===== config.mk =====
export PLATFORM = sky130hd
export DESIGN_NAME = quad_encoder_multi
export DESIGN_NICKNAME = d
export VERILOG_FILES = /design/src/rtl/enc_pkg.sv /design/src/rtl/quad_channel.sv /design/src/rtl/quad_encoder_multi.sv
export SDC_FILE = /design/constraint.sdc
export NUM_CORES = 1
export LEC_CHECK = 0
export CELL_PAD_IN_SITES_DETAIL_PLACEMENT = 1
export CELL_PAD_IN_SITES_GLOBAL_PLACEMENT = 2
export CORE_AREA = 2 2 141 281
export CTS_BUF_LIST = sky130_fd_sc_hd__clkbuf_8
export DETAILED_ROUTE_END_ITERATION = 8
export DIE_AREA = 0 0 143 283
export PLACE_DENSITY_LB_ADDON = 0.08
export SLEW_MARGIN = 20
export SYNTH_ARGS = -nofsm -noshare
export SYNTH_HDL_FRONTEND = slang
export SYNTH_HIERARCHICAL = 1
export SYNTH_SLANG_ARGS = --single-unit

===== constraint.sdc =====
create_clock -name clk -period 4.8 [get_ports clk]
set_input_delay 0.96 -clock clk [delete_from_list [all_inputs] [get_ports clk]]
set_output_delay 0.96 -clock clk [all_outputs]
set_load 0.01 [all_outputs]

===== src/rtl/enc_pkg.sv =====
// Shared types and helpers for the multi-channel x4 quadrature decoder.
// Steps follow the Gray sequence 00->01->11->10->00 as the forward direction.
package enc_pkg;

    localparam int DEFAULT_WINDOW_CYCLES = 5000000;

    typedef enum logic [1:0] {
        STEP_NONE,
        STEP_FWD,
        STEP_REV,
        STEP_ERR
    } step_t;

    // Position of an {A,B} pair along the forward Gray cycle.
    function automatic logic [1:0] gray_index(input logic [1:0] ab);
        case (ab)
            2'b00:   return 2'd0;
            2'b01:   return 2'd1;
            2'b11:   return 2'd2;
            default: return 2'd3;
        endcase
    endfunction

    function automatic step_t decode_step(input logic [1:0] prev, input logic [1:0] cur);
        logic [1:0] diff;
        diff = gray_index(cur) - gray_index(prev);
        case (diff)
            2'd0:    return STEP_NONE;
            2'd1:    return STEP_FWD;
            2'd3:    return STEP_REV;
            default: return STEP_ERR;
        endcase
    endfunction

endpackage


===== src/rtl/quad_channel.sv =====
// One encoder channel: 2-FF synchronizers, optional glitch filter (ENC_GLITCH_FILTER_EN),
// step decode, wrap-around position, direction and saturating error count.
module quad_channel
    import enc_pkg::*;
#(
    parameter int POS_W = 32,
    parameter int ERR_W = 8
`ifdef ENC_GLITCH_FILTER_EN
    ,
    parameter int FILT_LEN = 4
`endif
) (
    input  logic                    clk,
    input  logic                    reset_n,
    input  logic                    i_en,
    input  logic                    i_inA,
    input  logic                    i_inB,
    input  logic                    i_clrPos,
    output logic [POS_W-1:0]        o_position,
    output logic                    o_direction,
    output logic [ERR_W-1:0]        o_errCount,
    output logic signed [1:0]       o_delta
);

    logic [1:0]        r_syncA;
    logic [1:0]        r_syncB;
    logic [1:0]        w_cur;
    logic [1:0]        r_prev;
    logic              r_primed;
    logic [POS_W-1:0]  r_position;
    logic              r_direction;
    logic [ERR_W-1:0]  r_errCount;
    step_t             w_step;
    logic              w_active;
    logic signed [1:0] w_delta;

    always_ff @(posedge clk or negedge reset_n) begin
        if (!reset_n) begin
            r_syncA <= '0;
            r_syncB <= '0;
        end else begin
            r_syncA <= {r_syncA[0], i_inA};
            r_syncB <= {r_syncB[0], i_inB};
        end
    end

`ifdef ENC_GLITCH_FILTER_EN
    localparam int CW = $clog2(FILT_LEN + 1);

    logic [1:0]          w_raw;
    logic [1:0]          r_filt;
    logic [1:0][CW-1:0]  r_cnt;

    assign w_raw = {r_syncA[1], r_syncB[1]};

    // A new level is accepted on its FILT_LEN-th consecutive cycle; any return resets the run.
    always_ff @(posedge clk or negedge reset_n) begin
        if (!reset_n) begin
            r_filt <= '0;
            r_cnt  <= '0;
        end else begin
            for (int i = 0; i < 2; i++) begin
                if (w_raw[i] == r_filt[i]) begin
                    r_cnt[i] <= '0;
                end else if (r_cnt[i] == CW'(FILT_LEN - 1)) begin
                    r_filt[i] <= w_raw[i];
                    r_cnt[i]  <= '0;
                end else begin
                    r_cnt[i] <= r_cnt[i] + 1'b1;
                end
            end
        end
    end

    assign w_cur = r_filt;
`else
    assign w_cur = {r_syncA[1], r_syncB[1]};
`endif

    assign w_step   = decode_step(r_prev, w_cur);
    assign w_active = i_en && r_primed;

    always_comb begin
        w_delta = 2'sb00;
        if (w_active && w_step == STEP_FWD) begin
            w_delta = 2'sb01;
        end else if (w_active && w_step == STEP_REV) begin
            w_delta = 2'sb11;
        end
    end

    // prev follows cur unconditionally so re-enabling never produces a phantom step.
    always_ff @(posedge clk or negedge reset_n) begin
        if (!reset_n) begin
            r_prev      <= '0;
            r_primed    <= 1'b0;
            r_position  <= '0;
            r_direction <= 1'b0;
            r_errCount  <= '0;
        end else begin
            r_prev   <= w_cur;
            r_primed <= 1'b1;
            if (i_clrPos) begin
                r_position <= '0;
            end else if (w_delta == 2'sb01) begin
                r_position <= r_position + 1'b1;
            end else if (w_delta == 2'sb11) begin
                r_position <= r_position - 1'b1;
            end
            if (w_active) begin
                case (w_step)
                    STEP_FWD: r_direction <= 1'b1;
                    STEP_REV: r_direction <= 1'b0;
                    STEP_ERR: if (r_errCount != '1) r_errCount <= r_errCount + 1'b1;
                    default:  ;
                endcase
            end
        end
    end

    assign o_position  = r_position;
    assign o_direction = r_direction;
    assign o_errCount  = r_errCount;
    assign o_delta     = w_delta;

endmodule


===== src/rtl/quad_encoder_multi.sv =====
// N-channel x4 quadrature decoder: per-channel decoders plus a shared speed window.
// Optional input glitch filter is enabled by defining ENC_GLITCH_FILTER_EN.
module quad_encoder_multi
    import enc_pkg::*;
#(
    parameter int NCH           = 2,
    parameter int WINDOW_CYCLES = DEFAULT_WINDOW_CYCLES,
    parameter int SPEED_W       = 16,
    parameter int POS_W         = 32,
    parameter int ERR_W         = 8,
    parameter int FILT_LEN      = 4
) (
    input  logic                          clk,
    input  logic                          reset_n,
    input  logic                          en,
    input  logic [NCH-1:0]                inA,
    input  logic [NCH-1:0]                inB,
    input  logic [NCH-1:0]                clr_pos,
    output logic [NCH-1:0][POS_W-1:0]     position,
    output logic [NCH-1:0][SPEED_W-1:0]   speed,
    output logic [NCH-1:0]                direction,
    output logic                          speed_valid,
    output logic [NCH-1:0][ERR_W-1:0]     err_count
);

    localparam int WCW = $clog2(WINDOW_CYCLES);
    localparam logic [SPEED_W-1:0] SPEED_MAX = {1'b0, {(SPEED_W-1){1'b1}}};
    localparam logic [SPEED_W-1:0] SPEED_MIN = {1'b1, {(SPEED_W-1){1'b0}}};

    logic [WCW-1:0]              r_winCnt;
    logic                        w_terminal;
    logic [NCH-1:0][1:0]         w_delta;
    logic [NCH-1:0][SPEED_W-1:0] w_accNext;
    logic [NCH-1:0][SPEED_W-1:0] r_acc;
    logic [NCH-1:0][SPEED_W-1:0] r_speed;
    logic                        r_speedValid;

    // Accumulate a -1/0/+1 delta, clamping at the signed limits instead of wrapping.
    function automatic logic [SPEED_W-1:0] satAdd(input logic [SPEED_W-1:0] a, input logic [1:0] d);
        if (d == 2'b01 && a == SPEED_MAX) return a;
        if (d == 2'b11 && a == SPEED_MIN) return a;
        return a + {{(SPEED_W-2){d[1]}}, d};
    endfunction

    for (genvar c = 0; c < NCH; c++) begin : g_ch
        quad_channel #(
            .POS_W    (POS_W),
            .ERR_W    (ERR_W)
`ifdef ENC_GLITCH_FILTER_EN
            ,
            .FILT_LEN (FILT_LEN)
`endif
        ) u_ch (
            .clk         (clk),
            .reset_n     (reset_n),
            .i_en        (en),
            .i_inA       (inA[c]),
            .i_inB       (inB[c]),
            .i_clrPos    (clr_pos[c]),
            .o_position  (position[c]),
            .o_direction (direction[c]),
            .o_errCount  (err_count[c]),
            .o_delta     (w_delta[c])
        );

        assign w_accNext[c] = satAdd(r_acc[c], w_delta[c]);
    end

    assign w_terminal = en && (r_winCnt == WCW'(WINDOW_CYCLES - 1));

    // The terminal cycle's own delta is folded into the published speed so no tick is lost.
    always_ff @(posedge clk or negedge reset_n) begin
        if (!reset_n) begin
            r_winCnt     <= '0;
            r_acc        <= '0;
            r_speed      <= '0;
            r_speedValid <= 1'b0;
        end else begin
            r_speedValid <= w_terminal;
            if (w_terminal) begin
                r_winCnt <= '0;
                r_acc    <= '0;
                r_speed  <= w_accNext;
            end else if (en) begin
                r_winCnt <= r_winCnt + 1'b1;
                r_acc    <= w_accNext;
            end
        end
    end

    assign speed       = r_speed;
    assign speed_valid = r_speedValid;

endmodule


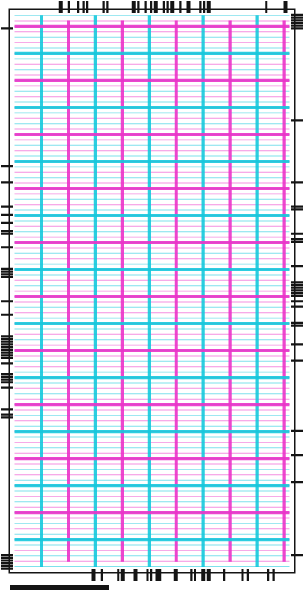
Figure 1: run 1, PDN straps and rails.
Scale bar: 50 um. Pins as bars on the die edge.
legend:
  VDD:
    colour: magenta
  VSS:
    colour: cyan
met4 straps: 10
signal pins: 124
met5 straps: 20
area inside the core boundary: 0.0384 mm2
horizontal die dimension: 143 um
vertical die dimension: 283 um
maximum VDD drop: 0.190 mV

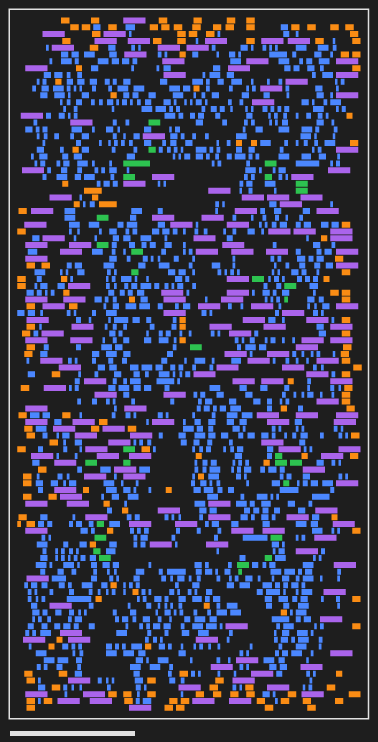
Figure 2: run 1, placement by cell class.
Scale bar: 50 um.
legend:
  sequential cells:
    colour: purple
    cells: 184
    share_of_their_area: 32%
  clock drivers and dummy loads:
    colour: green
    cells: 31
    share_of_their_area: 2.6%
  remaining buffers and delay cells:
    colour: orange
    cells: 167
    share_of_their_area: 11%
  combinational and other logic:
    colour: blue
    cells: 1211
    share_of_their_area: 55%

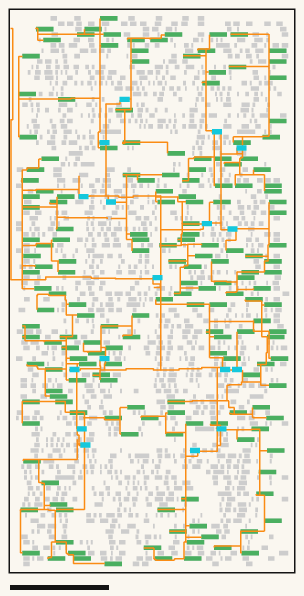
Figure 3: run 1, clock network drawn from the DEF.
Scale bar: 50 um.
legend:
  flip-flops:
    colour: green
    count: 184
  clock drivers:
    colour: cyan
    count: 17
  clock wires:
    colour: orange
    length: 3130 um
flops lie: widely spread
portion of total power attributed to the clock network: 0.156
Late-Pin Clk Latency: 510 ps

==> flow_metrics.py, run 1 <==
# Synthesis and PnR figures
metrics = {
    "flow_run": {
        "warnings": 44,
    },
    "detailed_routing": {
        "initialDrtViolationCount": 439,
        "detail_route_met2_wl_um": 19700,
    },
    "worst_setup_path": {
        "timing.reg2reg.worst_path_depth": 15,
        "start_kind": "flip-flop",
        "crit_type": "flip-flop to flip-flop",
        "worstPathCellList": "ha_1, ha_1, or2_2, clkinv_1, nand2_2, buf_4, ha_1, a21oi_1, o21ai_0, and3_1, a211oi_1, a21oi_1, o21ai_0, nand3b_1, a21oi_1",
        "crit_end": "g_ch[1].u_ch/o_position[27]",
        "max_stage_delay_ps": 450,
    },
    "power_and_ir_drop": {
        "power_density_mw_per_mm2": 458,
        "seq-power_mw": 2.16,
        "seq_power_share": 0.310,
        "power_mw": 6.98,
    },
    "yosys": {
        "synth.yosys.chip_area_mm2": 0.0129,
        "largest_area_cell": "dfrtp_1",
        "synthSimpleGateAreaFrac": 0.179,
        "synth_area_per_cell_um2": 8.88,
        "synthAdderAreaFrac": 0.120,
        "yosys-dominant-comb-family": "AND-OR/OR-AND gates",
    },
    "timing": {
        "slew-limit-headroom": 0.286,
        "max_slew.worst_pin.slew_ps": 1070,
        "rsz0062_at_grt": "no",
        "setup_viol": 0,
        "setup_clock_skew_after_layout_ps": 21.2,
    },
    "cells_and_area": {
        "fin_cells": 2114,
        "seq_area_frac": 0.302,
        "largestClassByArea": "combinational gates",
    },
    "hold_path": {
        "min_to": "g_ch[0].u_ch/r_syncA[1]",
        "min_path_type": "flip-flop to flip-flop",
    },
    "clock_tree": {
        "post_cts.repair.setup_buffers": 0,
        "clock-root-buffer": "clkbuf_8",
        "cts_inserted_buffers": 17,
    },
    "placed_design": {
        "detailedPlacementHpwl_um": 30200,
    },
    "floorplan": {
        "row_count": 102,
    },
    "global_routing": {
        "antenna_violations_before_repair": 1,
        "gr_peak_layer": "met2",
        "first_global_vias": 12300,
    },
    "outcome": {
        "result_of_the_run": "finished, final reports clean",
    },
}
==> run 1: cell usage after synthesis (all sizes together), types with 5 or more instances <==
cell,n
a211o,11
a211oi,12
a21o,48
a21oi,154
a22o,23
a31o,8
a31oi,15
and2,6
and3,24
and4,5
buf,12
clkbuf,44
dfrtp,184
ha,117
inv,43
mux2,5
nand2,196
nand3,45
nand3b,6
nand4,35
nor2,90
nor3,25
nor4,15
o2111ai,6
o211ai,17
o21a,9
o21ai,84
o21bai,8
o22ai,11
o31ai,5
or2,6
or3,9
or4,5
xnor2,60
xor2,44
==> run 1: worst max-delay path: cells and delay by family, from the launching register on <==
family | cells | cell delay [ps]
AND/OR/NAND/NOR | 4 | 900
buffers and inverters | 2 | 360
flip-flops | 1 | 410
adder cells (fa/ha/maj) | 3 | 960
AND-OR/OR-AND | 6 | 1500
Figure 4. Track usage over the die (run 1).
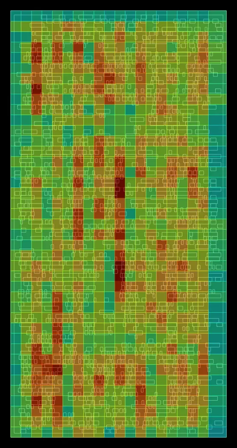

--- run 2 (diff from run 1) ---
--- a/config.mk
+++ b/config.mk
@@ -5,12 +5,14 @@
 export SDC_FILE = /design/constraint.sdc
 export NUM_CORES = 1
 export LEC_CHECK = 0
+export ABC_CLOCK_PERIOD_IN_PS = 4800
 export CELL_PAD_IN_SITES_DETAIL_PLACEMENT = 1
 export CELL_PAD_IN_SITES_GLOBAL_PLACEMENT = 2
-export CORE_AREA = 2 2 141 281
+export CORE_AREA = 5 5 138 272
 export CTS_BUF_LIST = sky130_fd_sc_hd__clkbuf_8
 export DETAILED_ROUTE_END_ITERATION = 8
-export DIE_AREA = 0 0 143 283
+export DIE_AREA = 0 0 143 277
+export DONT_BUFFER_PORTS = 1
 export PLACE_DENSITY_LB_ADDON = 0.08
 export SLEW_MARGIN = 20
 export SYNTH_ARGS = -nofsm -noshare
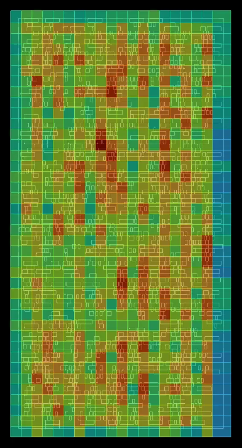
Figure 5: run 2, track usage over the die.
GR peak layer: met2
met3 usage: 0.0384

==> flow_metrics.py, run 2 <==
# Synthesis and PnR figures
metrics = {
    "detailed_routing": {
        "met3_wirelength_um": 1430,
        "initialDrtViolationCount": 324,
        "totalWireLength_um": 38600,
    },
    "clock_tree": {
        "cts_inserted_buffers": 17,
        "post_cts.repair.setup_buffers": 0,
        "clock-root-buffer": "clkbuf_8",
    },
    "power_and_ir_drop": {
        "power_mw": 6.78,
        "power_density_mw_per_mm2": 493,
        "power.switching_fraction": 0.443,
        "p_clk_frac": 0.181,
        "seq_power_share": 0.329,
        "vdd.ir_drop.worst_mv": 0.238,
    },
    "floorplan": {
        "die-height_um": 277,
        "fp.coreArea_mm2": 0.0354,
    },
    "yosys": {
        "synthAdderAreaFrac": 0.120,
        "xor_area_frac": 0.0707,
        "synthSimpleGateAreaFrac": 0.179,
        "yosys-dominant-comb-family": "AND-OR/OR-AND gates",
        "synth.yosys.chip_area_mm2": 0.0129,
        "synth.top_cells.by_count": "nand2_1, dfrtp_1, a21oi_1",
        "largest_area_cell": "dfrtp_1",
    },
    "outcome": {
        "result_of_the_run": "finished, final reports clean",
    },
    "placed_design": {
        "dpl_worst_slack_ps": 434,
        "detailedPlacementHpwl_um": 28400,
    },
    "worst_setup_path": {
        "start_kind": "flip-flop",
        "max_stage_delay_ps": 420,
        "critical_path.top_delay_family": "AND-OR/OR-AND gates",
        "crit_end": "g_ch[1].u_ch/o_position[25]",
        "cp_num_buf_inv": 2,
        "crit_type": "flip-flop to flip-flop",
        "worstPathCellList": "ha_1, ha_1, or2_2, clkinv_1, nand2_2, buf_4, ha_1, and3_2, o211ai_1, o21ba_4, o211ai_1, a211o_1, a211oi_1, o21ai_0, a31o_2",
        "timing.reg2reg.worst_path_depth": 15,
        "critical_path_depth": 15,
    },
    "timing": {
        "max_slew.worst_pin.slew_ps": 1070,
        "final.setup.tns_ps": 0,
        "rsz0062_at_grt": "no",
        "setup_clock_skew_after_layout_ps": 21.7,
        "setup_viol": 0,
        "slew-limit-headroom": 0.286,
    },
    "cells_and_area": {
        "flip_flop_count_of_the_largest_register_all_copies_and_words_added": 64,
        "fin_cells": 1893,
    },
    "global_routing": {
        "antenna_violations_before_repair": 2,
        "gr-usage-met2": 0.332,
        "first_global_vias": 11700,
    },
    "flow_run": {
        "warnings": 46,
    },
    "hold_path": {
        "min_path_type": "primary input to asynchronous set/reset pin",
    },
}
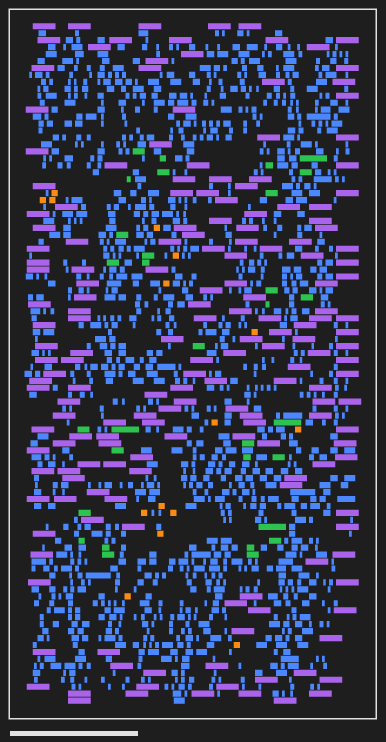
Figure 6: run 2, placement by cell class.
Scale bar: 50 um.
legend:
  combinational and other logic:
    colour: blue
    cells: 1211
    share_of_their_area: 61%
  sequential cells:
    colour: purple
    cells: 184
    share_of_their_area: 35%
  clock drivers and dummy loads:
    colour: green
    cells: 31
    share_of_their_area: 3.3%
  remaining buffers and delay cells:
    colour: orange
    cells: 15
    share_of_their_area: 0.85%
number of core rows: 98
share of the final layout cell area in sequential cells: 0.335

==> run 2: cell type report <==
class,count,area (um2)
Clock buffer,18,248
Tap cell,450,563
Antenna cell,2,5.00
Sequential cell,184,4600
Timing Repair Buffer,15,113
Fill cell,4155,21700
Multi-Input combinational cell,1165,7860
Inverter,46,173
Clock inverter,13,189
==> run 2: power groups by stage <==
stage          combinational [mW]  clock [mW]  sequential, mW
2_1_floorplan                2.57           0            2.13
3_3_place_gp                 3.27           0            2.25
3_5_place_dp                 3.33           0            2.26
4_1_cts                      3.35        1.28            2.24
5_1_grt                      3.72        1.33            2.27
6_report                     3.33        1.23            2.23
==> run 2: timing repair <==
action / 4_1_cts / 5_1_grt
endpoints found under the setup margin: 0 / 1
hold buffers: 0 / 0
gates resized: 0 / 1
Power figures rest on the tool's default switching activity, not on a simulated workload.
